Figure 1. Routing congestion (run 1).
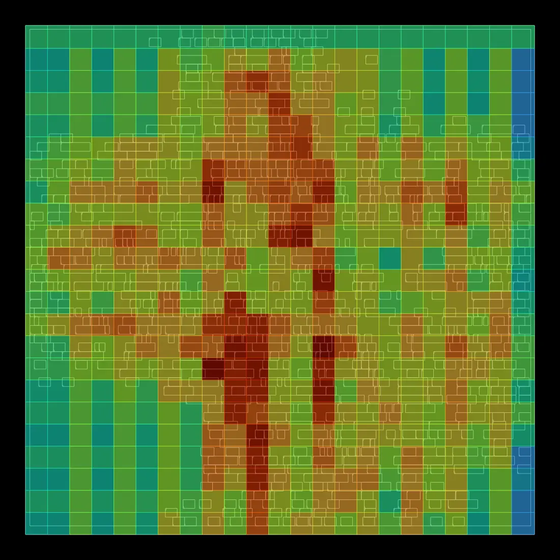
Figure 2. Wiring heat map (run 1).
Drawn at 2 px/um. The die is cut into 32 by 32 equal tiles; white is low, dark blue is high, scaled to the fullest tile. Values are wire area over tile area, all layers added.
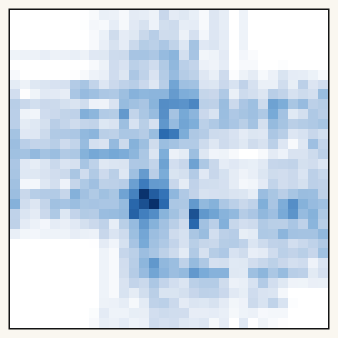
Figure 3. Metal 4 (run 1).
Drawn at 3 px/um. Supply wires on this layer in grey.
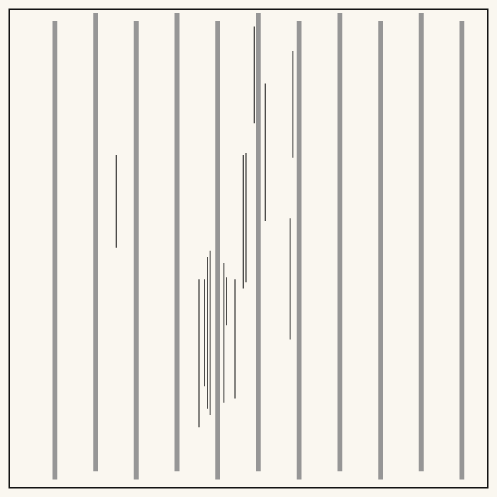
Figure 4. Gate-type map (run 1).
Drawn at 4 px/um.
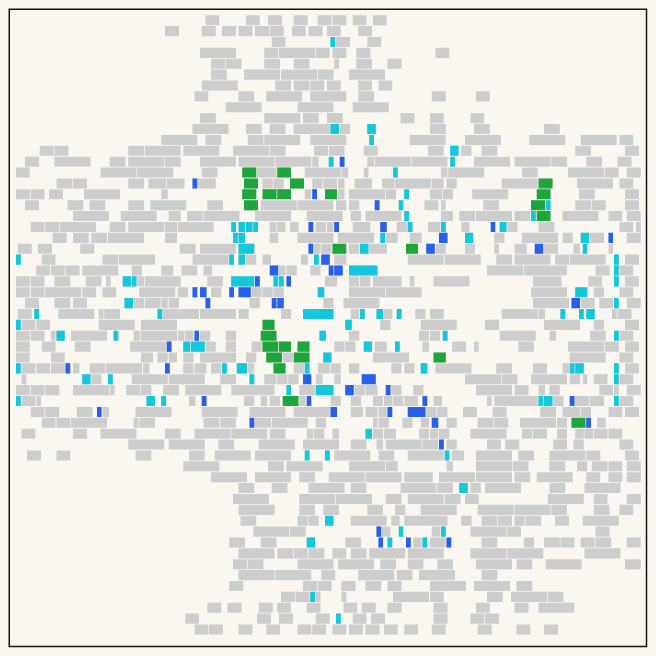
`src/rtl/rr_req_client_mux.sv`:
```
// rr_req_client_mux
// Requester side of a round-robin req/gnt pair. Each client owns a one-entry
// slot. Full slots raise req toward an external registered arbiter. The
// granted slot's payload moves onto one shared valid/ready output stream,
// tagged with the source client index.
//
// Optional build macro: RR_REQ_GNT_CHECK_EN
//   Defined   : proto_err is a sticky flag. It is set when gnt is multi-hot, or
//               when gnt names a client that was not requesting in the previous
//               cycle (req_q). It clears only on reset.
//   Undefined : proto_err is tied low and no checker logic is built.
//
// Handshake semantics (input and output streams alike): a beat transfers on
// a clock edge where valid & ready are both high. valid, once raised, stays
// high with data held stable until that transfer. ready may depend on
// registered state only (in_ready) or be driven freely (out_ready).

module rr_req_client_mux #(
  parameter int NUM_CLIENTS = 16,
  parameter int DATA_W      = 8,
  parameter int IDX_W       = 4
) (
  input  logic                          clk,
  input  logic                          rst_n,
  input  logic [NUM_CLIENTS-1:0]        in_valid,
  input  logic [NUM_CLIENTS*DATA_W-1:0] in_data,
  output logic [NUM_CLIENTS-1:0]        in_ready,
  output logic [NUM_CLIENTS-1:0]        req,
  input  logic [NUM_CLIENTS-1:0]        gnt,
  output logic                          out_valid,
  output logic [DATA_W-1:0]             out_data,
  output logic [IDX_W-1:0]              out_src,
  input  logic                          out_ready,
  output logic                          proto_err
);

  // Slot storage: one buffered transaction per client.
  logic [NUM_CLIENTS-1:0] full;
  logic [DATA_W-1:0]      slot_data [NUM_CLIENTS];

  // Output stage can take a new item when empty or draining this cycle.
  logic                   out_free;

  // Grant qualification.
  logic [NUM_CLIENTS-1:0] gnt_full;
  logic [NUM_CLIENTS-1:0] sel_oh;
  logic [IDX_W-1:0]       sel_idx;
  logic [DATA_W-1:0]      sel_data;
  logic                   sel_found;
  logic                   accept;

  assign out_free = ~out_valid | out_ready;

  // Ready comes straight from the slot register, no bypass, so a popped slot
  // only reopens the cycle after the pop.
  assign in_ready = ~full;

  // Requests are withheld during an output stall so the arbiter never moves
  // its pointer on a grant that cannot be consumed.
  assign req = full & {NUM_CLIENTS{out_free}};

  // Only grants landing on a full slot are meaningful.
  assign gnt_full = gnt & full;

  // Pick the lowest-index full granted client; a well-behaved arbiter gives at
  // most one, and a multi-hot grant still pops exactly one slot.
  always_comb begin
    sel_oh    = '0;
    sel_idx   = '0;
    sel_data  = '0;
    sel_found = 1'b0;
    for (int i = 0; i < NUM_CLIENTS; i++) begin
      if (gnt_full[i] && !sel_found) begin
        sel_found = 1'b1;
        sel_oh[i] = 1'b1;
        sel_idx   = IDX_W'(i);
        sel_data  = slot_data[i];
      end
    end
  end

  assign accept = sel_found & out_free;

  // Slot fill on an input handshake, drain on an accepted grant. Both cannot
  // hit one slot in the same cycle: a fill needs the slot empty, a pop full.
  always_ff @(posedge clk or negedge rst_n) begin
    if (!rst_n) begin
      full <= '0;
      for (int i = 0; i < NUM_CLIENTS; i++) begin
        slot_data[i] <= '0;
      end
    end else begin
      for (int i = 0; i < NUM_CLIENTS; i++) begin
        if (accept && sel_oh[i]) begin
          full[i] <= 1'b0;
        end else if (in_valid[i] && !full[i]) begin
          full[i]      <= 1'b1;
          slot_data[i] <= in_data[i*DATA_W +: DATA_W];
        end
      end
    end
  end

  // Output register: reload on accept (back-to-back if also draining), clear
  // on a drain with nothing new, otherwise hold.
  always_ff @(posedge clk or negedge rst_n) begin
    if (!rst_n) begin
      out_valid <= 1'b0;
      out_data  <= '0;
      out_src   <= '0;
    end else if (accept) begin
      out_valid <= 1'b1;
      out_data  <= sel_data;
      out_src   <= sel_idx;
    end else if (out_ready) begin
      out_valid <= 1'b0;
    end
  end

`ifdef RR_REQ_GNT_CHECK_EN
  // The arbiter registers its grant, so gnt answers last cycle's req.
  logic [NUM_CLIENTS-1:0] req_q;
  logic                   gnt_multi;
  logic                   gnt_unreq;
  logic                   proto_err_q;

  assign gnt_multi = |(gnt & (gnt - NUM_CLIENTS'(1)));
  assign gnt_unreq = |(gnt & ~req_q);
  assign proto_err = proto_err_q;

  // Track previous req and latch any grant-protocol violation until reset.
  always_ff @(posedge clk or negedge rst_n) begin
    if (!rst_n) begin
      req_q       <= '0;
      proto_err_q <= 1'b0;
    end else begin
      req_q <= req;
      if (gnt_multi || gnt_unreq) begin
        proto_err_q <= 1'b1;
      end
    end
  end
`else
  assign proto_err = 1'b0;
`endif

endmodule

```
`config.mk`:
```
export PLATFORM = sky130hd
export DESIGN_NAME = rr_req_client_mux
export DESIGN_NICKNAME = d
export VERILOG_FILES = /design/src/rtl/rr_req_client_mux.sv
export SDC_FILE = /design/constraint.sdc
export NUM_CORES = 1
export LEC_CHECK = 0
export ABC_CLOCK_PERIOD_IN_PS = 2900
export CORE_UTILIZATION = 30
export DETAILED_ROUTE_END_ITERATION = 6
export GPL_ROUTABILITY_DRIVEN = 0
export SYNTH_ARGS = -nofsm -noshare
export SYNTH_HDL_FRONTEND = slang
export SYNTH_SLANG_ARGS = --single-unit
```
`constraint.sdc`:
```
create_clock -name clk -period 2.9 [get_ports clk]
set_input_delay 0.58 -clock clk [delete_from_list [all_inputs] [get_ports clk]]
set_output_delay 0.58 -clock clk [all_outputs]
set_load 0.02 [all_outputs]
```
==> results.json, run 1 <==
{
  "run_status": "completed",
  "synth.yosys.chip_area_mm2": 0.007391,
  "total_clock_sinks": 157,
  "cts_made_buffers": 17,
  "n_all_inverters": 21,
  "main_logic_family_after_synthesis": "multiplexers",
  "max_clock_freq_mhz": 373.7,
  "detailed_route_wirelength_on_metal3_um": 1601,
  "critical_path_start_end_classification": "in2reg",
  "floorplan.die.width_um": 159.0,
  "synthAdderAreaFrac_pct": 0,
  "layout_setup_ws_ns": 0.2241,
  "comb.multi_input.count": 411,
  "synth_area_leader_cell": "sky130_fd_sc_hd__dfrtp_1",
  "final_antenna_net_count": 0,
  "num_antenna_cells": 0,
  "cts.repair_timing.setup_buffer_count": 0,
  "crit_cells": 10,
  "totalPowerFinal_uw": 6751,
  "final_area_mm2": 0.01103,
  "critical_path_buf_inv_count": 3,
  "global_route_overflow": 0,
  "clk-power_uw": 2390,
  "timing.critical_path.cells": "clkdlybuf4s50_1 -> a222oi_1 -> buf_4 -> and3_1 -> buf_4 -> a211oi_1 -> o221ai_1 -> mux2_2 -> a211oi_1 -> o22ai_1",
  "sh_comb_area_pct": 29.16,
  "critical_path.max_fanout": 6,
  "buffers_excl_clock": 295,
  "area_share_clock_buf_inv_pct": 5.695,
  "drive_gt1_share_pct": 30.27,
  "p_seq_share_pct": 44.3,
  "comb_power_uw": 1370,
  "setup_violation_total_in_the_final_timing_report": 0,
  "timing.critical_path.to": "out_data[6]$_DFFE_PN0P_",
  "setup.worst_path.start": "gnt[0]",
  "flops": 157,
  "maxCapViolations": 0,
  "largest_reg_flops": 128,
  "area_share_nonclk_buffers_pct": 25.13,
  "timing.hold.worst.class": "in2async",
  "area_dominant_class": "sequential cells",
  "first_pass_grt_wire_length_um": 37090,
  "die_boundary_height_um": 159.0,
  "p_switching_uw": 1817,
  "power.static_leakage_uw": 0.004714,
  "power_report.internal_total_uw": 4933,
  "timing_max_transition_violations_final": 0,
  "tightest_slew_ns": 0.7003,
  "pg_seq_uw": 2990,
  "cts.hold.buffers_added": 0,
  "ys_seq_share_pct": 53.16,
  "num-fill-cells": 2302,
  "timing.final.hold_violations": 0,
  "cells_on_worst_reg2reg_path": 9,
  "grtUsageMet1_pct": 25.79,
  "netlist_area_mm2": 0.007391,
  "fp.dieArea_mm2": 0.02527,
  "largest_registers": "slot_data (128), full (16), out_data (8)",
  "largest_pwr_group": "registers",
  "timing.hold.ws_ns": 0.1116,
  "rows": 57,
  "post_layout_net_count": 1066,
  "drt_drc_violations_left": 0,
  "p_clk_share_pct": 35.4,
  "synth_dominant_cell_count": "sky130_fd_sc_hd__dfrtp_1",
  "htree_num_levels": 4,
  "clock_skew_ns": 0.01348,
  "synth-warning-count": 0,
  "largest_net_degree_at_the_start_of_global_routing": 56,
  "initial_utilization_pct": 30.48,
  "dr.max_layer_used": "met4"
}
-- Figure 1 (at the start) --
met3 track demand over resource in global routing: 4.558%
most utilized layer in the global route result: met2

-- Figure 2 (at the start) --
The mean over all tiles is 0.15. The fullest tile reaches 0.73. The densest ninth of the die: centre. 20% of the tiles are nearly empty.
Tot GR Track Use: 19.51%
total length of routed wires: 23960 um
Avg WL per Cell: 19.34 um
vias after detailed routing: 6117

-- Figure 3 (at the start) --
The layer carries 561 um of wire. The longest straight run is 54.4 um. 13 nets have wire on it.

-- Figure 4 (at the start) --
Cyan stands for NOR gates, cells 99. Green stands for AND-OR and OR-AND gates, cells 26. Blue stands for NAND gates, cells 51.
fin cells: 1239
top logic cell by instance count in the layout: sky130_fd_sc_hd__clkdlybuf4s50_1

Figure 5. A small window of the routed layout (run 1).
Region (64, 33) to (94, 63) um. Cells in grey, sequential cells in the stronger grey; small squares are vias.
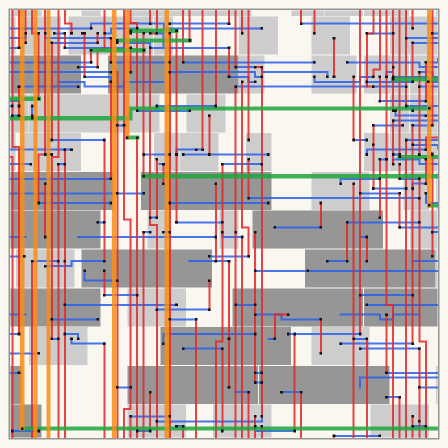

## Run 2: what changed since run 1
--- a/config.mk
+++ b/config.mk
@@ -9,6 +9,7 @@
 export CORE_UTILIZATION = 30
 export DETAILED_ROUTE_END_ITERATION = 6
 export GPL_ROUTABILITY_DRIVEN = 0
+export SLEW_MARGIN = 40
 export SYNTH_ARGS = -nofsm -noshare
 export SYNTH_HDL_FRONTEND = slang
 export SYNTH_SLANG_ARGS = --single-unit
==> constraint.sdc (replaced) <==
create_clock -name clk -period 2.9 [get_ports clk]
set_input_delay 0.58 -clock clk [delete_from_list [all_inputs] [get_ports clk]]
set_output_delay 0.58 -clock clk [all_outputs]
set_load 0.05 [all_outputs]
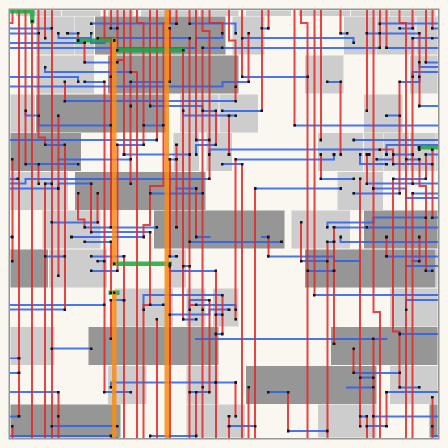
Figure 6: run 2, a small window of the routed layout.
Region (64, 33) to (94, 63) um. Cells in grey, sequential cells in the stronger grey; small squares are vias.
Red stands for met2. Blue stands for met1. Green stands for met3. Orange stands for met4.
Netlist names of flops here include slot_data (10), full (2). Sequential cells in the window: 12. Most frequent: dfrtp_1 (12), mux2_2 (9), buf_4 (7). 45 logic cells have their middle in the window.

==> run 2 against run 1 <==
Effect of this change: maximum frequency grew 0.79%; core utilization shrank 0.45 points; flip-flop count is the same; synthesized cell count is the same; wire length grew 0.16%; final cell count is essentially flat; design area fell by 1.0%; non-clock buffer count down 1; critical endpoint unchanged; largest cell class unchanged; largest power group unchanged; highest routed layer unchanged.
==> results.json, run 2 <==
{
  "run_status": "completed",
  "die_boundary_height_um": 159.0,
  "timing.rr.end": "out_data[6]$_DFFE_PN0P_",
  "placement.cell_area_mm2": 0.01036,
  "timing.hold.worst.class": "in2async",
  "drt_drc_violations_left": 0,
  "buffers_excl_clock": 294,
  "setup_violation_total_in_the_final_timing_report": 0,
  "largest_pwr_group": "registers",
  "ys_seq_share_pct": 53.16,
  "p_switching_uw": 2030,
  "htree_num_levels": 4,
  "critical_path.max_fanout": 6,
  "area_share_nonclk_buffers_pct": 25.06,
  "groute.usage.overall_pct": 19.70,
  "layout_top_cell": "sky130_fd_sc_hd__clkdlybuf4s50_1",
  "synth.top_cells.by_area": "sky130_fd_sc_hd__dfrtp_1 (53%), sky130_fd_sc_hd__mux2_2 (19%), sky130_fd_sc_hd__nor2_1 (3.0%)",
  "timing.hold.ws_ns": 0.08076,
  "routed_wirelength_um": 24000,
  "cts_made_buffers": 17,
  "worst-endpoint-arrival_ns": 2.94,
  "global_route_overflow": 0,
  "route.vias.total": 6102,
  "comb_power_uw": 1510,
  "comb.multi_input.count": 411,
  "fp.dieArea_mm2": 0.02527,
  "grtUsageMet1_pct": 25.96,
  "route.detailed.vias_per_inst": 4.921,
  "critical_path_start_end_classification": "in2reg",
  "rsz0062_at_grt": "no",
  "maxCapViolations": 0,
  "rows": 57,
  "netlist_area_mm2": 0.007391,
  "timing.final.hold_violations": 0,
  "area_share_clock_buf_inv_pct": 5.042,
  "power_report.internal_total_uw": 4586,
  "timing_max_transition_violations_final": 0,
  "drive_gt1_share_pct": 32.02,
  "iteration_tally_of_the_first_detailed_router_pass": 6,
  "n_all_inverters": 21,
  "totalPowerFinal_uw": 6616,
  "synth-warning-count": 0,
  "synth_dominant_cell_count": "sky130_fd_sc_hd__dfrtp_1",
  "p_clk_share_pct": 32.0,
  "clock_skew_ns": 0.01283,
  "clk-power_uw": 2120,
  "synth_area_leader_cell": "sky130_fd_sc_hd__dfrtp_1",
  "sh_comb_area_pct": 29.45,
  "main_logic_family_after_synthesis": "multiplexers",
  "most_utilized_layer_in_the_global_route_result": "met2",
  "synth.yosys.chip_area_mm2": 0.007391,
  "initial_utilization_pct": 30.48,
  "final_area_mm2": 0.01092,
  "first_pass_grt_wire_length_um": 37690,
  "num-fill-cells": 2292,
  "timing.critical_path.to": "out_data[6]$_DFFE_PN0P_",
  "cts.hold.buffers_added": 0,
  "synthAdderAreaFrac_pct": 0,
  "crit_cells": 10,
  "num_antenna_cells": 1,
  "tightest_slew_ns": 0.7099,
  "power.static_leakage_uw": 0.004701,
  "post_layout_net_count": 1065,
  "setup.worst_path.start": "gnt[0]",
  "max_clock_freq_mhz": 376.7,
  "area_dominant_class": "sequential cells",
  "flops": 157,
  "cells_on_worst_reg2reg_path": 9,
  "largest_net_degree_at_the_start_of_global_routing": 63,
  "cts.repair_timing.setup_buffer_count": 0,
  "total_clock_sinks": 157,
  "post_layout_nonfiller_instances": 1240,
  "pg_seq_uw": 2990,
  "final_antenna_net_count": 0,
  "detailed_route_wirelength_on_metal3_um": 1544,
  "timing.critical_path.from_type": "primary input",
  "largest_registers": "slot_data (128), full (16), out_data (8)",
  "floorplan.die.width_um": 159.0,
  "routed-wl-met2_um": 11190,
  "dr.max_layer_used": "met4",
  "p_seq_share_pct": 45.2,
  "timing.critical_path.cells": "clkdlybuf4s50_1 -> a222oi_1 -> buf_4 -> and3_1 -> buf_4 -> a211oi_1 -> o221ai_1 -> mux2_2 -> a211oi_1 -> o22ai_1"
}
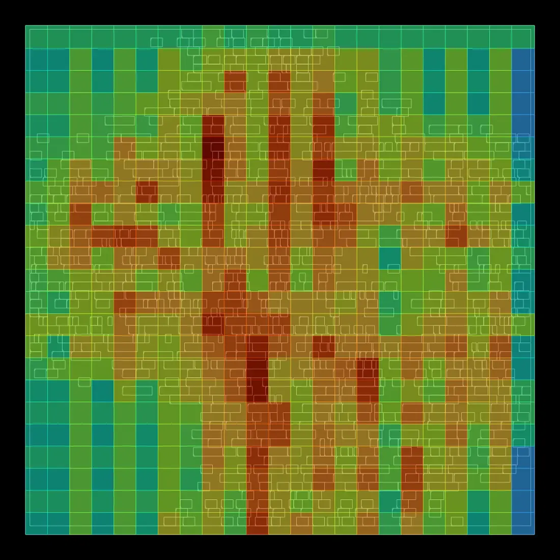
Figure 7: run 2, routing congestion.
Avg WL per Cell: 19.36 um
post-layout utilization of the core: 45.03%
met3 track demand over resource in global routing: 5.001%

Figure 8. Metal 4 (run 2).
Drawn at 3 px/um. Supply wires on this layer in grey.
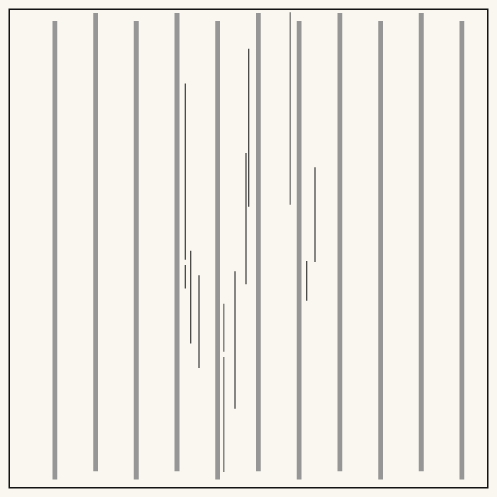

## Run 3: what changed since run 2
--- a/config.mk
+++ b/config.mk
@@ -6,9 +6,10 @@
 export NUM_CORES = 1
 export LEC_CHECK = 0
 export ABC_CLOCK_PERIOD_IN_PS = 2900
-export CORE_UTILIZATION = 30
+export CORE_UTILIZATION = 48
 export DETAILED_ROUTE_END_ITERATION = 6
 export GPL_ROUTABILITY_DRIVEN = 0
+export PLACE_DENSITY = 0.81
 export SLEW_MARGIN = 40
 export SYNTH_ARGS = -nofsm -noshare
 export SYNTH_HDL_FRONTEND = slang
==> constraint.sdc (replaced) <==
create_clock -name clk -period 2.9 [get_ports clk]
set_input_delay 0.58 -clock clk [delete_from_list [all_inputs] [get_ports clk]]
set_output_delay 0.58 -clock clk [all_outputs]
set_load 0.005 [all_outputs]
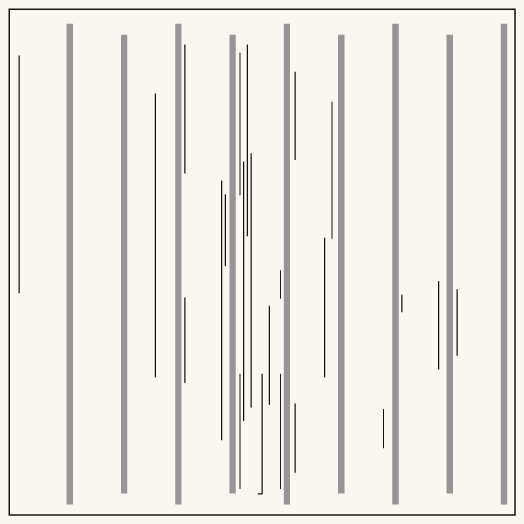
Figure 9: run 3, metal 4.
Drawn at 4 px/um. Supply wires on this layer in grey.
The wires run mostly vertical. The layer holds 3.3% of the routed length. 18 nets have wire on it. The longest straight run is 70.7 um.

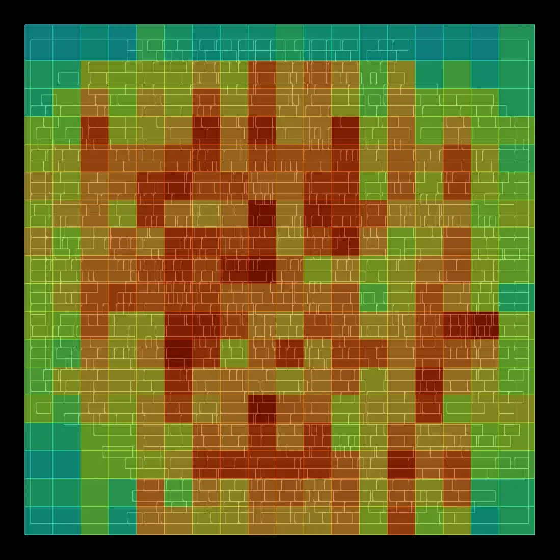
Figure 10: run 3, routing congestion.
Tot GR Track Use: 29.85%
met3 track demand over resource in global routing: 6.330%
Avg WL per Cell: 21.05 um
grt met1 use: 38.70%

==> run 3 against run 2 <==
Effect of this change: synthesized area did not move; critical endpoint is now out_data[4]$_DFFE_PN0P_; first-iteration DRC count rose by 55%; die size fell by 37%; worst hold slack improved by 0.10 ns; synthesized cell count did not move; global-route usage rose by 10 points; register-to-register slack got worse by 0.13 ns; combinational power fell by 14%; sequential share of layout area rose by 0.74 points; clock power rose by 9.4%; flip-flop count did not move.
==> results.json, run 3 <==
{
  "run_status": "completed",
  "detailed_route_wirelength_on_metal3_um": 1794,
  "final_core_util_pct": 72.51,
  "tightest_slew_ns": 0.8251,
  "cts_made_buffers": 17,
  "layout_setup_ws_ns": 0.1217,
  "buffers_excl_clock": 276,
  "floorplan.die.width_um": 126.1,
  "sh_comb_area_pct": 30.06,
  "first_pass_grt_wire_length_um": 36140,
  "route.detailed.vias_per_inst": 5.921,
  "placement.cell_area_mm2": 0.01008,
  "crit_cells": 10,
  "layout_top_cell": "sky130_fd_sc_hd__clkdlybuf4s50_1",
  "routed-wl-met2_um": 10830,
  "total_clock_sinks": 157,
  "rows": 44,
  "num_antenna_cells": 0,
  "synth_area_leader_cell": "sky130_fd_sc_hd__dfrtp_1",
  "cells_on_worst_reg2reg_path": 9,
  "timing.rr.end": "out_data[4]$_DFFE_PN0P_",
  "max_clock_freq_mhz": 359.9,
  "cts.repair_timing.setup_buffer_count": 0,
  "synth_cells": 622,
  "final_area_mm2": 0.01070,
  "most_utilized_layer_in_the_global_route_result": "met2",
  "clock_tree.root_cell": "sky130_fd_sc_hd__clkbuf_16",
  "area_share_nonclk_buffers_pct": 24.60,
  "numPortBuffers": 207,
  "comb_power_uw": 1300,
  "worst-endpoint-arrival_ns": 3.09,
  "rsz0062_at_grt": "no",
  "timing.final.hold_violations": 0,
  "largest_reg_flops": 128,
  "dr.max_layer_used": "met5",
  "power_report.internal_total_uw": 4876,
  "critical_path.max_fanout": 8,
  "area_share_clock_buf_inv_pct": 5.731,
  "fp.dieArea_mm2": 0.01590,
  "synth_dominant_cell_count": "sky130_fd_sc_hd__dfrtp_1",
  "timing.critical_path.from_type": "primary input",
  "p_seq_share_pct": 45.1,
  "largest_pwr_group": "registers",
  "setup.worst_path.start": "gnt[0]",
  "clk-power_uw": 2320,
  "pg_seq_uw": 2980,
  "timing.critical_path.cells": "clkdlybuf4s50_1 -> a222oi_1 -> buf_4 -> buf_4 -> nand3_2 -> or3_1 -> o32ai_1 -> nor2_1 -> a31oi_1 -> o21ai_1",
  "routed_wirelength_um": 22760,
  "num-fill-cells": 966,
  "maxCapViolations": 0,
  "ys_seq_share_pct": 53.16,
  "post_layout_nonfiller_instances": 1081,
  "comb.multi_input.count": 411,
  "comb_power_share_pct": 19.7,
  "timing_max_transition_violations_final": 0,
  "main_logic_family_after_synthesis": "multiplexers",
  "synthAdderAreaFrac_pct": 0,
  "area_dominant_class": "sequential cells",
  "power.static_leakage_uw": 0.004588,
  "critical_path_start_end_classification": "in2reg",
  "critical_path_buf_inv_count": 3,
  "cts.hold.buffers_added": 0,
  "clock_skew_ns": 0.008060,
  "drt_drc_violations_left": 0,
  "netlist_area_mm2": 0.007391,
  "post_layout_net_count": 1047,
  "setup_violation_total_in_the_final_timing_report": 0,
  "p_switching_uw": 1726,
  "synth.top_cells.by_area": "sky130_fd_sc_hd__dfrtp_1 (53%), sky130_fd_sc_hd__mux2_2 (19%), sky130_fd_sc_hd__nor2_1 (3.0%)",
  "drive_gt1_share_pct": 28.54,
  "htree_num_levels": 4,
  "route.vias.total": 6401,
  "largest_registers": "slot_data (128), full (16), out_data (8)",
  "synth-warning-count": 0,
  "die_boundary_height_um": 126.1,
  "timing.hold.worst.class": "in2async",
  "timing.hold.ws_ns": 0.1830
}
No activity file was given, so power comes from the tool's default toggle rates.
